**src/rtl/beep_scheduler.sv**
```systemverilog
// rtl/beep_scheduler.sv - fixed-priority three-requester buzzer tone scheduler
//
// Shares one active-low (PNP-driven) buzzer between three tone requesters.
// Each request carries a half-period (pitch) and a duration in ticks. The
// lowest-index request wins. The tone is played for the duration, followed by
// a silent gap, and then a one-cycle done pulse is sent to the served requester.
//
// Ports:
//   clk_i          system clock, rising edge
//   rst_ni         asynchronous active-low reset
//   req_i[2:0]     level requests, bit 0 highest priority
//   half_period_i  packed half-periods, requester i at [i*HP_W +: HP_W]
//   duration_i     packed durations in ticks, requester i at [i*DUR_W +: DUR_W]
//   mute_i         forces the buzzer off without disturbing sequencing
//   grant_o[2:0]   one-hot requester being served
//   done_o[2:0]    one-cycle pulse on the last gap cycle
//   busy_o         high whenever the scheduler is not idle
//   beep_o         registered active-low buzzer drive (1 = silent)
module beep_scheduler #(
    parameter int TICK_DIV  = 50000,
    parameter int GAP_TICKS = 20,
    parameter int HP_W      = 16,
    parameter int DUR_W     = 12
) (
    input  logic                 clk_i,
    input  logic                 rst_ni,
    input  logic [2:0]           req_i,
    input  logic [3*HP_W-1:0]    half_period_i,
    input  logic [3*DUR_W-1:0]   duration_i,
    input  logic                 mute_i,
    output logic [2:0]           grant_o,
    output logic [2:0]           done_o,
    output logic                 busy_o,
    output logic                 beep_o
);

    localparam int TICK_W = $clog2(TICK_DIV);
    localparam int GAP_W  = $clog2(GAP_TICKS + 1);

    typedef enum logic [1:0] {
        S_IDLE,
        S_PLAY,
        S_GAP
    } state_e;

    state_e             state_q;
    logic [2:0]         grant_q;
    logic [2:0]         done_q;
    logic               busy_q;
    logic               beep_q;
    logic [HP_W-1:0]    hp_q;
    logic [DUR_W-1:0]   dur_q;
    logic [TICK_W-1:0]  tick_q;
    logic [DUR_W-1:0]   dur_cnt_q;
    logic [GAP_W-1:0]   gap_cnt_q;
    logic [HP_W-1:0]    tone_cnt_q;
    logic               tone_lvl_q;

    logic [1:0]         sel_idx;
    logic [2:0]         sel_oh;
    logic [HP_W-1:0]    sel_hp;
    logic [DUR_W-1:0]   sel_dur;
    logic               tick_wrap;
    logic               play_end;
    logic               gap_last_tick;
    logic               gap_end;
    logic               gap_pre_end;
    logic               tone_wrap;

    always_comb begin
        sel_idx = 2'd0;
        sel_oh  = 3'b000;
        if (req_i[0]) begin
            sel_idx = 2'd0;
            sel_oh  = 3'b001;
        end else if (req_i[1]) begin
            sel_idx = 2'd1;
            sel_oh  = 3'b010;
        end else if (req_i[2]) begin
            sel_idx = 2'd2;
            sel_oh  = 3'b100;
        end
        sel_hp  = half_period_i[sel_idx*HP_W +: HP_W];
        sel_dur = duration_i[sel_idx*DUR_W +: DUR_W];

        tick_wrap     = (tick_q == TICK_W'(TICK_DIV - 1));
        // A zero duration still spends a single cycle in PLAY.
        play_end      = (dur_q == '0) ||
                        (tick_wrap && (dur_cnt_q == dur_q - DUR_W'(1)));
        gap_last_tick = (gap_cnt_q == GAP_W'(GAP_TICKS - 1));
        gap_end       = tick_wrap && gap_last_tick;
        // done is registered, so it is launched one cycle ahead of gap_end.
        gap_pre_end   = gap_last_tick && (tick_q == TICK_W'(TICK_DIV - 2));
        tone_wrap     = (tone_cnt_q == hp_q - HP_W'(1));
    end

    always_ff @(posedge clk_i or negedge rst_ni) begin
        if (!rst_ni) begin
            state_q    <= S_IDLE;
            grant_q    <= '0;
            done_q     <= '0;
            busy_q     <= 1'b0;
            beep_q     <= 1'b1;
            hp_q       <= '0;
            dur_q      <= '0;
            tick_q     <= '0;
            dur_cnt_q  <= '0;
            gap_cnt_q  <= '0;
            tone_cnt_q <= '0;
            tone_lvl_q <= 1'b0;
        end else begin
            beep_q <= ~(tone_lvl_q & (state_q == S_PLAY)) | mute_i;
            done_q <= '0;
            case (state_q)
                S_IDLE: begin
                    if (|req_i) begin
                        state_q    <= S_PLAY;
                        busy_q     <= 1'b1;
                        grant_q    <= sel_oh;
                        hp_q       <= sel_hp;
                        dur_q      <= sel_dur;
                        tick_q     <= '0;
                        dur_cnt_q  <= '0;
                        tone_cnt_q <= '0;
                        // A zero half-period is a silent note.
                        tone_lvl_q <= (sel_hp != '0);
                    end
                end
                S_PLAY: begin
                    if (play_end) begin
                        state_q    <= S_GAP;
                        tick_q     <= '0;
                        gap_cnt_q  <= '0;
                        tone_lvl_q <= 1'b0;
                    end else begin
                        tick_q <= tick_wrap ? '0 : tick_q + TICK_W'(1);
                        if (tick_wrap) begin
                            dur_cnt_q <= dur_cnt_q + DUR_W'(1);
                        end
                        if (hp_q == '0) begin
                            tone_lvl_q <= 1'b0;
                        end else if (tone_wrap) begin
                            tone_lvl_q <= ~tone_lvl_q;
                            tone_cnt_q <= '0;
                        end else begin
                            tone_cnt_q <= tone_cnt_q + HP_W'(1);
                        end
                    end
                end
                S_GAP: begin
                    if (gap_end) begin
                        state_q <= S_IDLE;
                        busy_q  <= 1'b0;
                        grant_q <= '0;
                    end else begin
                        tick_q <= tick_wrap ? '0 : tick_q + TICK_W'(1);
                        if (tick_wrap) begin
                            gap_cnt_q <= gap_cnt_q + GAP_W'(1);
                        end
                        if (gap_pre_end) begin
                            done_q <= grant_q;
                        end
                    end
                end
                default: begin
                    state_q <= S_IDLE;
                    busy_q  <= 1'b0;
                    grant_q <= '0;
                end
            endcase
        end
    end

    assign grant_o = grant_q;
    assign done_o  = done_q;
    assign busy_o  = busy_q;
    assign beep_o  = beep_q;

endmodule
```
**config.mk**
```make
export PLATFORM = sky130hd
export DESIGN_NAME = beep_scheduler
export DESIGN_NICKNAME = d
export VERILOG_FILES = /design/src/rtl/beep_scheduler.sv
export SDC_FILE = /design/constraint.sdc
export NUM_CORES = 1
export LEC_CHECK = 0
export CAP_MARGIN = 30
export CORE_MARGIN = 2
export CORE_UTILIZATION = 40
export DETAILED_ROUTE_END_ITERATION = 16
export GPL_ROUTABILITY_DRIVEN = 0
export PLACE_DENSITY = 0.69
export SYNTH_ARGS = -nofsm -noshare
export SYNTH_HDL_FRONTEND = slang
export SYNTH_SLANG_ARGS = --single-unit
export TNS_END_PERCENT = 10
```
**constraint.sdc**
```tcl
create_clock -name clk_i -period 3.7 [get_ports clk_i]
set_input_delay 0.555 -clock clk_i [delete_from_list [all_inputs] [get_ports clk_i]]
set_output_delay 0.555 -clock clk_i [all_outputs]
set_load 0.02 [all_outputs]
```
**Cells by drive strength**

(3 px per um)
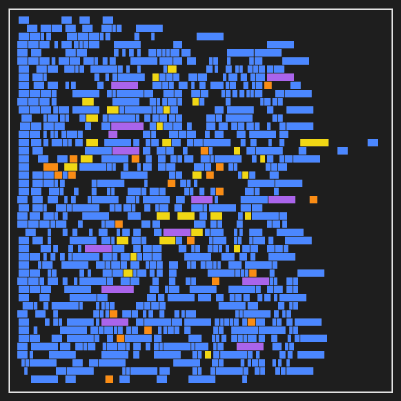
legend:
  _6 and larger:
    color: purple
    cells: 13
    share: 1.6%
  _0 and _1 cells:
    color: blue
    cells: 744
    share: 92%
  _2 cells:
    color: yellow
    cells: 28
    share: 3.5%
  _3 and _4 cells:
    color: orange
    cells: 21
    share: 2.6%
Final Worst Setup Slack: 208 ps
Non-clk bufs: 116
Area growth syn-to-layout: 24.7%
fin area: 7560 um^2

**Congestion heat map**

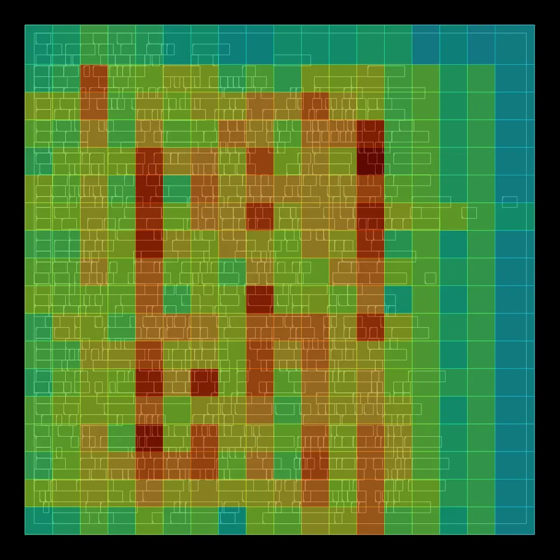
Util after Layout: 50.3%
grt met3 use: 2.89%

**Close-up of the layout**

Region (19, 83) to (44, 108) um. Cells in gray, sequential cells in the stronger gray; small squares are vias.
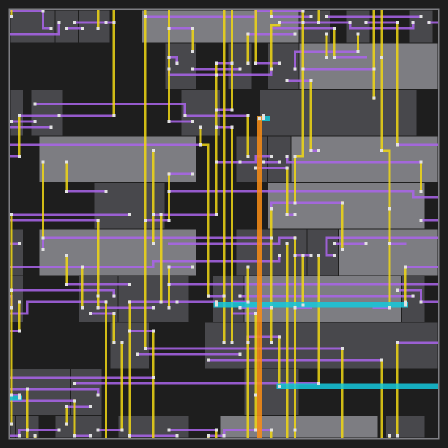
legend:
  metal 3:
    color: cyan
  metal 4:
    color: orange
  metal 1:
    color: purple
  metal 2:
    color: yellow
cells with their middle in the window: 37
most frequent: dfrtp_1 (8), nand2_1 (6), o21ai_0 (6)
netlist names of flops here include: hp_q (8)
sequential cells in the window: 8

==> summary.txt <==
flow finished, numbers: Tmin final 3490 ps, Levels on crit path 9, placed cell areas 7250 um^2, Synth top area share 35.9%, most used routing layer met2, final setup vio count 0, n_taps 188, Avg Cell Area, Syn 8.41 um^2, setup repair bufs after CTS 0, top cells by count dfrtp_1, nand2_1, o21ai_0, Top Layout Cells clkdlybuf4s50_1, dfrtp_1, nand2_1, o21ai_0, nor2_1, TritonCTS clock tree built, sequential power 0.962 mW, Synth Seq Share 36.3%, Post-Synth XOR/XNOR Area 4.33%, Final #Nets 904, flop count 88, Final Slew Violations 0, yosys stat cell total 721, crit path capture gap_cnt_q[4], DR pass1 iterations 5, Placed Instances 979, first-pass GRT wire length 25,700 um, AND-OR/OR-AND Cells, Area Fraction 19.1%, Horiz. Die Dim 127 um, Syn Inst Count 721, Adder Share, Synth 2.48%, metal3 WL 855 um, worst hold margin 259 ps, Startpoint Class register, layout cell share with drive strength beyond 1 7.69%, FP Rows 45, FF-to-FF Start dur_q[0], Clock buf/inv share 4.10%, n_diodes 0, Cell Chain, Critical Path inv_1 > ha_1 > or3b_1 > or4_1 > a211oi_2 > o221ai_2 > o311a_2 > or4_1 > a21oi_1, Die Ht 127 um, clk pwr 0.973 mW, clkbuf count 10, via-per-instance ratio 5.72, Setup crit end kind register, largest net degree at the start of global routing 57, CP arrival 3770 ps, Finished Layout Cells 994, Routed Antenna Nets 0, Max-cap violations 0, Distinct cells, synth 67, Clock Sinks 88, vias 5,686, crit share post-route 94.4%, Min-Delay Path Class in -> async, met2 wire len 6730 um, Num CTS Buffers 9, final wirelength 15,200 um, vias in the first global route 5,048, DPL Wire Length 11,400 um, Max IR drop VDD 0.000155 V, RR Endpoint gap_cnt_q[4], most numerous logic cell after layout clkdlybuf4s50_1, H-tree Lvls 3, # IOs 98, comb. cell area 3620 um^2, post-synthesis simple-gate area fraction 26.3%, synthesized flop and latch total 88, Int Power 1.66 mW, Clock Skews 8.99 ps, switching pwr 0.457 mW, Tot GR Track Use 19.5%, Initial DRC Count 298, Top Consumer the clock network, largest cells by area after synthesis dfrtp_1, mux2i_1, o21ai_0, nand2_1, nor2_1, LEAKAGE 3.14 nW, PwrDens 280 nW/um^2, Met1 Routed Length 7330 um, Port Buf Inserts 97, data required time of the worst path 3980 ps, sequential cell area share 29.1%, clock insertion delay at the later pin of the skew report 350 ps, mi-comb count 568, CP max stage cell or4_1, met2 GRT Util 29.5%, status finished clean, Largest cell class multi-input combinational cells, initial antenna violation count 0, Comb area share 47.8%, register area 2200 um^2, Comb power 0.186 mW, fmax 286 MHz, chip footprint 16,200 um^2, FP Core Util 40.3%, Sequential Power Share 45.4%, Worst Setup SP dur_q[0], YS chip area 6070 um^2, CP max FO 10, Highest Signal Layer met4, fillers 1,378, Crit path largest cell delay 570 ps, met1 GRT Util 28.4%, Reg2Reg Setup Slack 210 ps, DR WL/cell 15.3 um, Async S/R FF share, synth 100%, cell type with the largest total area dfrtp_1, # resized after CTS 0, Cell Area, Synth 6070 um^2, Fin. Hold Viols 0, worst-margin pin slew 719 ps, hold_buf cts 0, total grt overflow 0, YS warnings 0, Primary FF master, synth dfrtp_1, Main logic family simple AND/OR/NAND/NOR gates, clock tree buffer depth 2, most common cell in the synthesized netlist dfrtp_1, post-synthesis net count 823, Setup WS pre-CTS 172 ps
Power and IR drop assume default switching activity.
